--- src/rtl/score_grader.sv ---
// score_grader: accumulates per-note timing error over a song and grades it.
// It also drives a two-digit display code ({p1,p0}) for the grade.
// The optional perfect-note streak tracker is enabled with `define SCORE_COMBO_EN.
// Without that macro, combo and max_combo are tied to zero.
// The display-code macros are defaulted here unless a shared header defines them first.

`ifndef SCORE_DISP_CODES
`define SCORE_DISP_CODES
`define SCORE_DISP_GOOD  10'h0C1
`define SCORE_DISP_NORM  10'h1A2
`define SCORE_DISP_BAD   10'h2B3
`define SCORE_DISP_BLANK 10'h3FF
`endif

module score_grader #(
  parameter int              ERR_W      = 32,
  parameter int              ACC_W      = 41,
  parameter int              CNT_W      = 12,
  parameter longint unsigned NORM_TH    = 64'd6_000_000_000,
  parameter longint unsigned BAD_TH     = 64'd10_000_000_000,
  parameter logic [9:0]      CODE_GOOD  = `SCORE_DISP_GOOD,
  parameter logic [9:0]      CODE_NORM  = `SCORE_DISP_NORM,
  parameter logic [9:0]      CODE_BAD   = `SCORE_DISP_BAD,
  parameter logic [9:0]      CODE_BLANK = `SCORE_DISP_BLANK,
  parameter longint unsigned PERFECT_TH = 64'd5_000_000
) (
  input  logic             clk,
  input  logic             rst,
  input  logic             start,
  input  logic             note_valid,
  input  logic [ERR_W-1:0] note_err,
  input  logic             song_end,
  input  logic             ack,
  output logic             busy,
  output logic             grade_valid,
  output logic [1:0]       grade,
  output logic [ACC_W-1:0] total,
  output logic [CNT_W-1:0] note_cnt,
  output logic [4:0]       p0,
  output logic [4:0]       p1,
  output logic [CNT_W-1:0] combo,
  output logic [CNT_W-1:0] max_combo
);

  typedef enum logic [1:0] {S_IDLE, S_RUN, S_GRADE, S_HOLD} state_e;
  typedef enum logic [1:0] {GR_NONE, GR_GOOD, GR_NORM, GR_BAD} grade_e;

  // A threshold that does not fit the accumulator could never be compared faithfully.
  if ((NORM_TH >> ACC_W) != 0) begin : g_norm_th_range
    $error("score_grader: NORM_TH exceeds ACC_W range");
  end
  if ((BAD_TH >> ACC_W) != 0) begin : g_bad_th_range
    $error("score_grader: BAD_TH exceeds ACC_W range");
  end

  localparam logic [ACC_W-1:0] NORM_TH_A = ACC_W'(NORM_TH);
  localparam logic [ACC_W-1:0] BAD_TH_A  = ACC_W'(BAD_TH);
  // The sum gets one spare bit so an overflow past all-ones can be detected.
  localparam int SUM_W = ((ACC_W > ERR_W) ? ACC_W : ERR_W) + 1;

  state_e           state_q, state_d;
  logic [ACC_W-1:0] total_q, total_d;
  logic [CNT_W-1:0] cnt_q, cnt_d;
  logic [1:0]       grade_q, grade_d;
  logic [9:0]       code_q, code_d;
  logic [SUM_W-1:0] sum;
  logic [ACC_W-1:0] total_sat;
  grade_e           grade_calc;
  logic [9:0]       code_calc;
  logic             run_note;
  logic             song_start;

  assign run_note   = (state_q == S_RUN) && note_valid;
  assign song_start = ((state_q == S_IDLE) || (state_q == S_HOLD)) && start;

  // Next-state logic for the song lifecycle.
  always_comb begin
    // NOTE: every combinational output gets a default first so no path infers a latch.
    state_d = state_q;
    case (state_q)
      S_IDLE:  if (start) state_d = S_RUN;
      S_RUN:   if (song_end) state_d = S_GRADE;
      S_GRADE: state_d = S_HOLD;
      S_HOLD: begin
        if (start)    state_d = S_RUN;
        else if (ack) state_d = S_IDLE;
      end
      default: state_d = S_IDLE;
    endcase
  end

  // Saturating error accumulation.
  always_comb begin
    sum       = SUM_W'(total_q) + SUM_W'(note_err);
    total_sat = (sum > SUM_W'({ACC_W{1'b1}})) ? {ACC_W{1'b1}} : sum[ACC_W-1:0];
  end

  // Grade and display code from the accumulated error of the finished song.
  always_comb begin
    grade_calc = GR_GOOD;
    code_calc  = CODE_GOOD;
    if (cnt_q == '0) begin
      grade_calc = GR_NONE;
      code_calc  = CODE_BLANK;
    end else if (total_q >= BAD_TH_A) begin
      grade_calc = GR_BAD;
      code_calc  = CODE_BAD;
    end else if (total_q > NORM_TH_A) begin
      grade_calc = GR_NORM;
      code_calc  = CODE_NORM;
    end
  end

  // Datapath next-state: clear on start, accumulate in RUN, latch grade on leaving GRADE.
  always_comb begin
    total_d = total_q;
    cnt_d   = cnt_q;
    grade_d = grade_q;
    code_d  = code_q;
    if (song_start) begin
      total_d = '0;
      cnt_d   = '0;
      grade_d = GR_NONE;
    end else if (run_note) begin
      total_d = total_sat;
      cnt_d   = (cnt_q == {CNT_W{1'b1}}) ? cnt_q : cnt_q + 1'b1;
    end else if (state_q == S_GRADE) begin
      grade_d = grade_calc;
      code_d  = code_calc;
    end
  end

  // State and datapath registers with synchronous reset.
  always_ff @(posedge clk) begin
    // NOTE: non-blocking assignments keep every register sampling pre-edge values.
    if (rst) begin
      state_q <= S_IDLE;
      total_q <= '0;
      cnt_q   <= '0;
      grade_q <= GR_NONE;
      code_q  <= CODE_BLANK;
    end else begin
      state_q <= state_d;
      total_q <= total_d;
      cnt_q   <= cnt_d;
      grade_q <= grade_d;
      code_q  <= code_d;
    end
  end

  assign busy        = (state_q == S_RUN) || (state_q == S_GRADE);
  assign grade_valid = (state_q == S_HOLD);
  assign grade       = grade_q;
  assign total       = total_q;
  assign note_cnt    = cnt_q;
  assign p1          = code_q[9:5];
  assign p0          = code_q[4:0];

`ifdef SCORE_COMBO_EN
  logic [CNT_W-1:0] combo_q, combo_d, max_q, max_d;
  logic             perfect;

  assign perfect = 64'(note_err) < PERFECT_TH;

  // Perfect-note streak: grows on perfect notes, breaks on any other note.
  always_comb begin
    combo_d = combo_q;
    max_d   = max_q;
    if (song_start) begin
      combo_d = '0;
    end else if (run_note) begin
      if (perfect) combo_d = (combo_q == {CNT_W{1'b1}}) ? combo_q : combo_q + 1'b1;
      else         combo_d = '0;
    end
    if (combo_d > max_q) max_d = combo_d;
  end

  // Streak registers; the best streak survives song restarts until reset.
  always_ff @(posedge clk) begin
    if (rst) begin
      combo_q <= '0;
      max_q   <= '0;
    end else begin
      combo_q <= combo_d;
      max_q   <= max_d;
    end
  end

  assign combo     = combo_q;
  assign max_combo = max_q;
`else
  assign combo     = '0;
  assign max_combo = '0;
`endif

endmodule

--- config.mk ---
export PLATFORM = sky130hd
export DESIGN_NAME = score_grader
export DESIGN_NICKNAME = d
export VERILOG_FILES = /design/src/rtl/score_grader.sv
export SDC_FILE = /design/constraint.sdc
export NUM_CORES = 1
export LEC_CHECK = 0
export CAP_MARGIN = 20
export CORE_MARGIN = 3
export CORE_UTILIZATION = 55
export CTS_BUF_LIST = sky130_fd_sc_hd__clkbuf_4 sky130_fd_sc_hd__clkbuf_8
export DETAILED_ROUTE_END_ITERATION = 7
export GPL_TIMING_DRIVEN = 0
export PLACE_DENSITY = 0.86
export RECOVER_POWER = 100
export SYNTH_ARGS = -nofsm -noshare
export SYNTH_HDL_FRONTEND = slang
export SYNTH_SLANG_ARGS = --single-unit
--- constraint.sdc ---
create_clock -name clk -period 4.35 [get_ports clk]
set_clock_uncertainty 0.15 [all_clocks]
set_input_delay 0.6525 -clock clk [delete_from_list [all_inputs] [get_ports clk]]
set_output_delay 0.6525 -clock clk [all_outputs]
set_load 0.02 [all_outputs]
Fig. 1: run 1, placed cells, one color a class
Scale: 4 px per um. Fill, decap, tap and diode cells in gray.
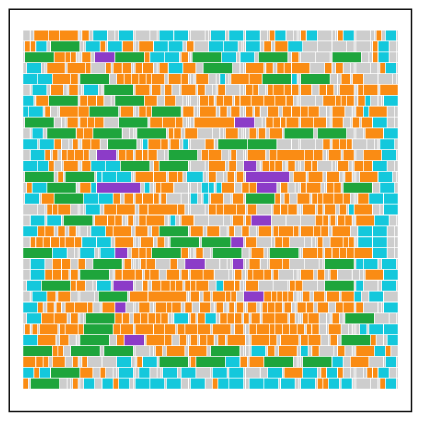
color	class	cells
orange	remaining logic cells	521
green	registers	63
purple	clock drivers and dummy loads	16
cyan	remaining buffers and delay cells	154

Fig. 2: run 1, the clock network
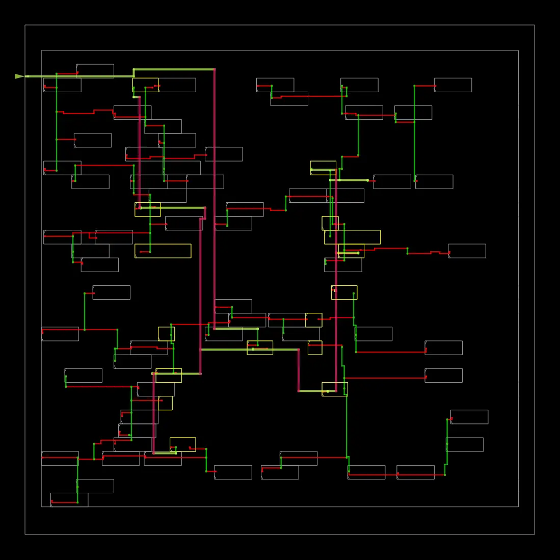
clk sinks: 63
worst skew pair latency: 360 ps
clock buf count: 10
TritonCTS Buffers: 9

Fig. 3: run 1, placement density heat map
Scale: 3 px per um. 10 x 10 tiles, from black (low) to pale yellow (high), 0 to 100% covered.
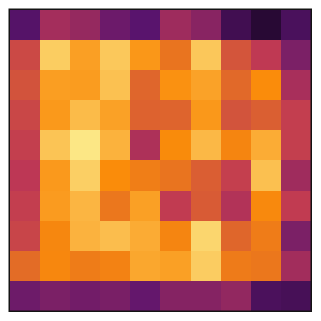
tiles over 75% full	34%
densest ninth of the die	left middle
mean over tiles	61%
fullest tile	95%

Fig. 4: run 1, clock wires, drivers and flops
Scale: 6 px per um.
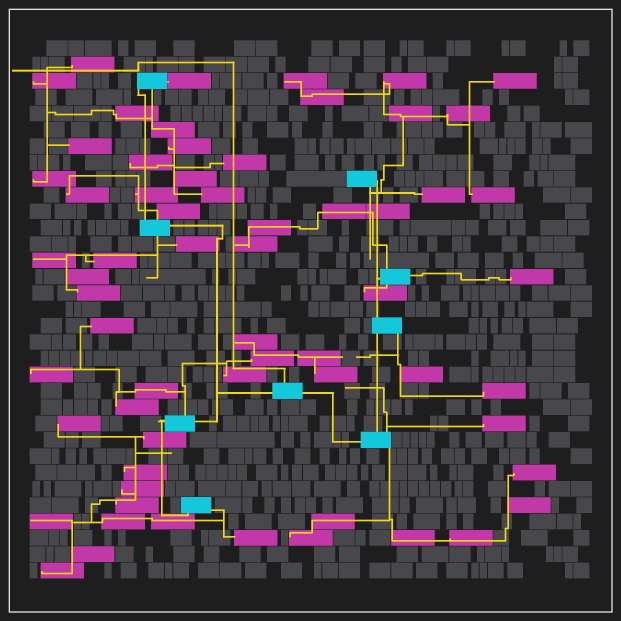
[cyan] clock-net drivers | count: 9
[yellow] clock wires | length: 990 um
[magenta] flip-flops | count: 63
routed clock nets	10

==> notes.md, run 1 <==
flow finished, numbers: ClkCell Share 3.58%, Max Root-Sink Buffers 2, vias in the first global route 4926, First-pass DRT Iterations 5, CP required 4450 ps, Gate Area 3270 sq um, Comb pwr share 45.1%, Signal buffers ~150, most used cell, CP a21oi_1, gr usage total 27.9%, Final Hold Viols 0, sequential share of power a little under a third, ys flop type dfxtp_1, yosys stat chip area 4880 sq um, main area contributors dfxtp_1 (26%), ha_1 (10%), a21oi_1 (8.0%), o21ai_0 (5.6%), buf_4 (4.3%), Port Buf Inserts 102, slowest CP cell o21ai_0, Unique cell types around 68, Initial DRC Count 294, share of layout cells above drive strength 1 7.82%, P_sw around 1 mW, worst-margin pin slew 1290 ps, via count about 5200, layout net count 827, area post-placement about 6100 sq um, Clk pwr share between 20% and 30%, vias per cell 6.00, inverters 16, DP HPWL 10900 um, crit path capture type flop, root buf cell clkbuf_8, Synth mux share 0.615%, TNS Setup 0 ps, top cell category combinational gates, leading area contributor after synthesis dfxtp_1, #MultiIn Comb 505, Mapped Cells 613, delay of the slowest critical-path stage between 500 and 600 ps, WL final 14400 um, num rows 33, Max Freq 255 MHz, # setup viols final 0, first-pass GRT wire length 22900 um, XOR-XNOR Cells, Area Fraction 6.64%, AND/OR/NAND/NOR Cells, Area Fraction 20.5%, diode count 0, delay-heaviest family, CP AND-OR/OR-AND gates, Comb/total area 52.0%, VDD IR max between 0.3 and 0.4 mV, CP startpoint note_err[0], register area share after synthesis 25.8%, grt met1 use 34.3%, Critical R2R Launch total[0], sequential cell area 1260 sq um, met3 Usage GRT 6.18%, gr busiest metal met2, most used logic cell in the final layout a21oi_1, grt total ovfl 0, die height 100 um, Syn Area/Cell between 7 and 8 sq um, flops out of synthesis 63, core box area ~8400 sq um, post-cts sizing count 0, worst-path maximum fanout 4, antenna-violating nets left 0, most common logic cells in the final layout a21oi_1 (78), dlygate4sd3_1 (70), dfxtp_1 (63), o21ai_0 (56), nor2_1 (42), status complete, no violations, Finished Cell Area about 6300 sq um, drt drc 0, Area Growth Syn to Fin 28.9%, crit path DAT 4020 ps, wl on met1 5980 um, fa+ha+maj area frac 10.4%, Lkg Pwr roughly 2.8 nW, die x size roughly 100 um, top comb family, area AND-OR/OR-AND gates, Initial Util 57.9%, Log Warnings 31, Top Ports about 130, yosys cell count around 600, top-area cell type share of the netlist area 25.8%
-- run 1: worst paths after layout --
check / to / slack [ps] / cells after the start
max: total[40] / 430 / 11
min: code_q[4] / 320 / 2
max reg2reg: total[40] / 860 / 10
min reg2reg: code_q[4] / 320 / 2
-- run 1: synthesized netlist by cell type, types with 6 or more instances --
| cell type | n |
|---|---|
| a21o_1 | 9 |
| inv_1 | 16 |
| a21oi_1 | 78 |
| and4_1 | 8 |
| nand4_1 | 10 |
| nand2b_1 | 9 |
| and3_1 | 7 |
| o21ai_0 | 55 |
| ha_1 | 39 |
| buf_4 | 28 |
| nand3_1 | 21 |
| nor2_1 | 41 |
| nor3_1 | 18 |
| a31oi_1 | 6 |
| xnor2_1 | 14 |
| dfxtp_1 | 63 |
| xor2_1 | 23 |
| o211ai_1 | 7 |
| buf_2 | 7 |
| clkbuf_1 | 15 |
| nand2_1 | 41 |
-- run 1: metrics by stage --
step           utilization (%)  setup slack, ps  hold slack (ps)  power, mW  instances
4_1_cts                   75.3              764              327       2.45        859
3_3_place_gp              72.7              446              299       1.83        843
5_1_grt                   74.7              280              353       2.56        859
6_report                  74.7              430              320       2.42        859
2_1_floorplan                -             1320              383       1.48        636
3_5_place_dp              72.7              402              309       1.86        843
-- run 1: power groups by stage --
stage,Combinational (mW),Clock (mW),Sequential [mW]
final,1.09,0.596,0.732
after detailed placement,1.11,0,0.745
after global placement,1.09,0,0.741
after floorplan,0.696,0,0.786
after CTS,1.12,0.598,0.733
after global routing,1.19,0.626,0.741
-- run 1: kinds of logic (layout without fill, tap and decap cells) --
logic type      count (synthesis)  after routing
compound gates                208            208
simple gates                  192            192
buf+inv                        68            186
flops                          63             63
fa+ha+maj                      40             40
xor+xnor                       37             37
mux                             3              3
other cells                     2             25
Fig. 5: run 1, layout detail
Region (38, 38) to (63, 63) um. Cells in gray, sequential cells in the stronger gray; small squares are vias.
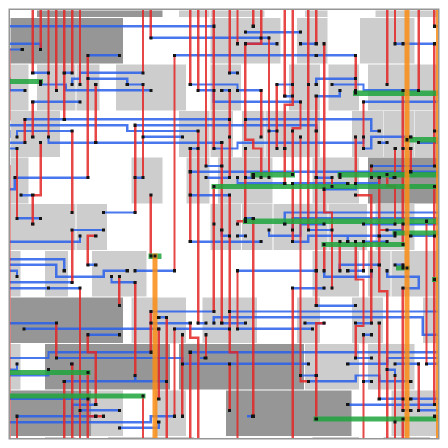

==> run 2, diff against run 1 <==
- CORE_MARGIN: 3 -> 2
- PLACE_DENSITY: 0.86 -> 0.95
Fig. 6: run 2, layout detail
Region (37, 37) to (62, 62) um. Cells in gray, sequential cells in the stronger gray; small squares are vias.
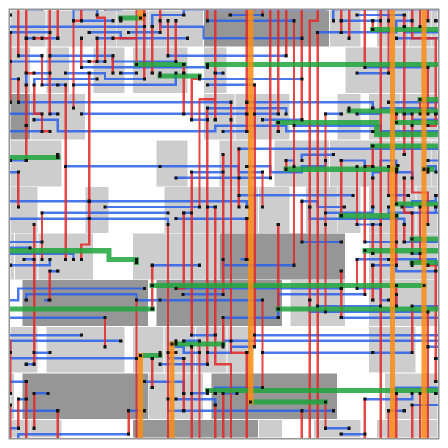
color	layer
red	M2
orange	M4
blue	M1
green	M3
netlist names of flops here include	total (6)
most frequent	dfxtp_1 (6), nand2_1 (5), clkbuf_1 (4)
cells with their middle in the window	54
sequential cells in the window	6

Fig. 7: run 2, placement density heat map
Scale: 3 px per um. 10 x 10 tiles, from black (low) to pale yellow (high), 0 to 100% covered.
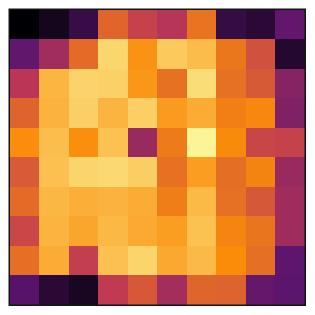
nearly empty tiles	1.0%
fullest tile	98%
mean over tiles	64%
tiles over 75% full	41%

==> notes.md, run 2 <==
flow finished, numbers: status complete, no violations, most used logic cell in the final layout a21oi_1, P_sw 1.00 mW, Top Ports between 100 and 150, share of layout cells above drive strength 1 7.96%, Max-cap violations 0, CP required 4440 ps, Max Freq 257 MHz, core box area 8680 sq um, Log Warnings 31, delay of the slowest critical-path stage 560 ps, gr usage total 29.4%, worst-path maximum fanout 4, post-layout util 72.5%, TritonCTS Buffers 9, diode count 0, vias in the first global route just over 5000, root buf cell clkbuf_8, worst r2r path cells 10, via count about 5300, Reg2Reg Setup Slack 850 ps, top-area cell type share of the netlist area 25.8%, main area contributors dfxtp_1 (26%), ha_1 (10%), a21oi_1 (8.0%), o21ai_0 (5.6%), buf_4 (4.3%), Port Buf Inserts a little over 100, TNS Setup 0 ps, clk sinks between 60 and 70, worst hold slack between 300 and 400 ps, most common logic cells in the final layout a21oi_1 (78), dlygate4sd3_1 (68), dfxtp_1 (63), o21ai_0 (56), nor2_1 (42), flops out of synthesis 63, first-pass GRT wire length 23900 um, ys flop type dfxtp_1, non-filler cells in the finished layout 862, sequential share of power between 30 and 40%, Unique cell types 68, First-pass DRT Iterations 5, post-cts sizing count 0, WL final 14400 um, crit path capture type flop, Clk pwr share 23.9%, Area Growth Syn to Fin 28.9%, Hold Path Stages 2, # setup viols final 0, Syn Area/Cell 7.96 sq um, drt drc 0, Hold Path Sink code_q[4], Worst R2R End total[40], leading area contributor after synthesis dfxtp_1, Comb pwr share 45.7%, Initial Util 56.2%, vias per cell slightly above 6, die x size 98.2 um, Mapped Cells 613, worst-margin pin slew 1220 ps, Finished Cell Area between 6000 and 7000 sq um, Clock H-tree levels 3, num rows 34, crit path DAT around 4000 ps, Lkg Pwr around 2.8 nW, area post-placement 6120 sq um, worst setup path endpoint total[40], antenna-violating nets left 0, Post-synth EDFFs 0, count leader, synth a21oi_1, Critical R2R Launch total[0], placed cell count 846, slowest CP cell o21ai_0, most used cell, CP a21oi_1, top post-synthesis cells by count a21oi_1 (78), dfxtp_1 (63), o21ai_0 (55), Final Hold Viols 0, worst skew pair latency around 350 ps, yosys stat chip area 4880 sq um, die height about 100 um, layout net count 827, P per Cell Area around 380 nW/um^2, Max Root-Sink Buffers 2, Initial DRC Count 330, VDD IR max approximately 0.27 mV, yosys cell count 613, CP startpoint note_err[0]
[run 2: cell counts after synthesis]
No cell type changed its count.
[run 2: kinds of logic after synthesis]
logic type               after synthesis  share of synthesized area (%)
other                                  2                          0.154
AND/OR/NAND/NOR                      192                           20.5
adder cells (fa/ha/maj)               40                           10.4
AND-OR/OR-AND                        208                           28.1
multiplexers                           3                          0.615
buffers and inverters                 68                           7.74
XOR/XNOR                              37                           6.64
flip-flops                            63                           25.8
[run 2: power by group through the flow]
stage / registers, mW / logic [mW] / clock network [mW]
finish: 0.730 / 1.10 / 0.576
global route: 0.740 / 1.20 / 0.603
CTS: 0.731 / 1.11 / 0.577
detailed placement: 0.743 / 1.11 / 0
global placement: 0.737 / 1.08 / 0
floorplan: 0.786 / 0.696 / 0
[run 2: routing by layer]
metal,GRT usage [%],share of wire (%)
met1,35.7,41
met2,49.2,46
met3,6.44,8.6
met4,14.4,4.0
met5,0,0
[run 2: per-stage QoR]
| stage | setup slack, ps | power, mW |
|---|---|---|
| floorplan | 1320 | 1.48 |
| global placement | 467 | 1.81 |
| detailed placement | 382 | 1.85 |
| CTS | 739 | 2.42 |
| global route | 296 | 2.54 |
| finish | 454 | 2.41 |
[run 2: layout make-up]
type                            count  area [sq um]  share of cell area (%)
Inverter                           16          60.1                   0.955
Multi-Input combinational cell    505          3280                    52.1
Timing Repair Buffer              102          1020                    16.2
Tap cell                          108           135                    2.15
Clock buffer                       10           131                    2.09
Sequential cell                    63          1260                    20.0
Buffer                             52           318                    5.05
Clock inverter                      6          85.1                    1.35
[run 2: worst max-delay path, delay by kind of cell]
family / cells / cell delay [ps]
compound gates: 4 / 1400
fa+ha+maj: 2 / 570
buf+inv: 2 / 520
simple gates: 3 / 830
Power and IR drop assume default switching activity.
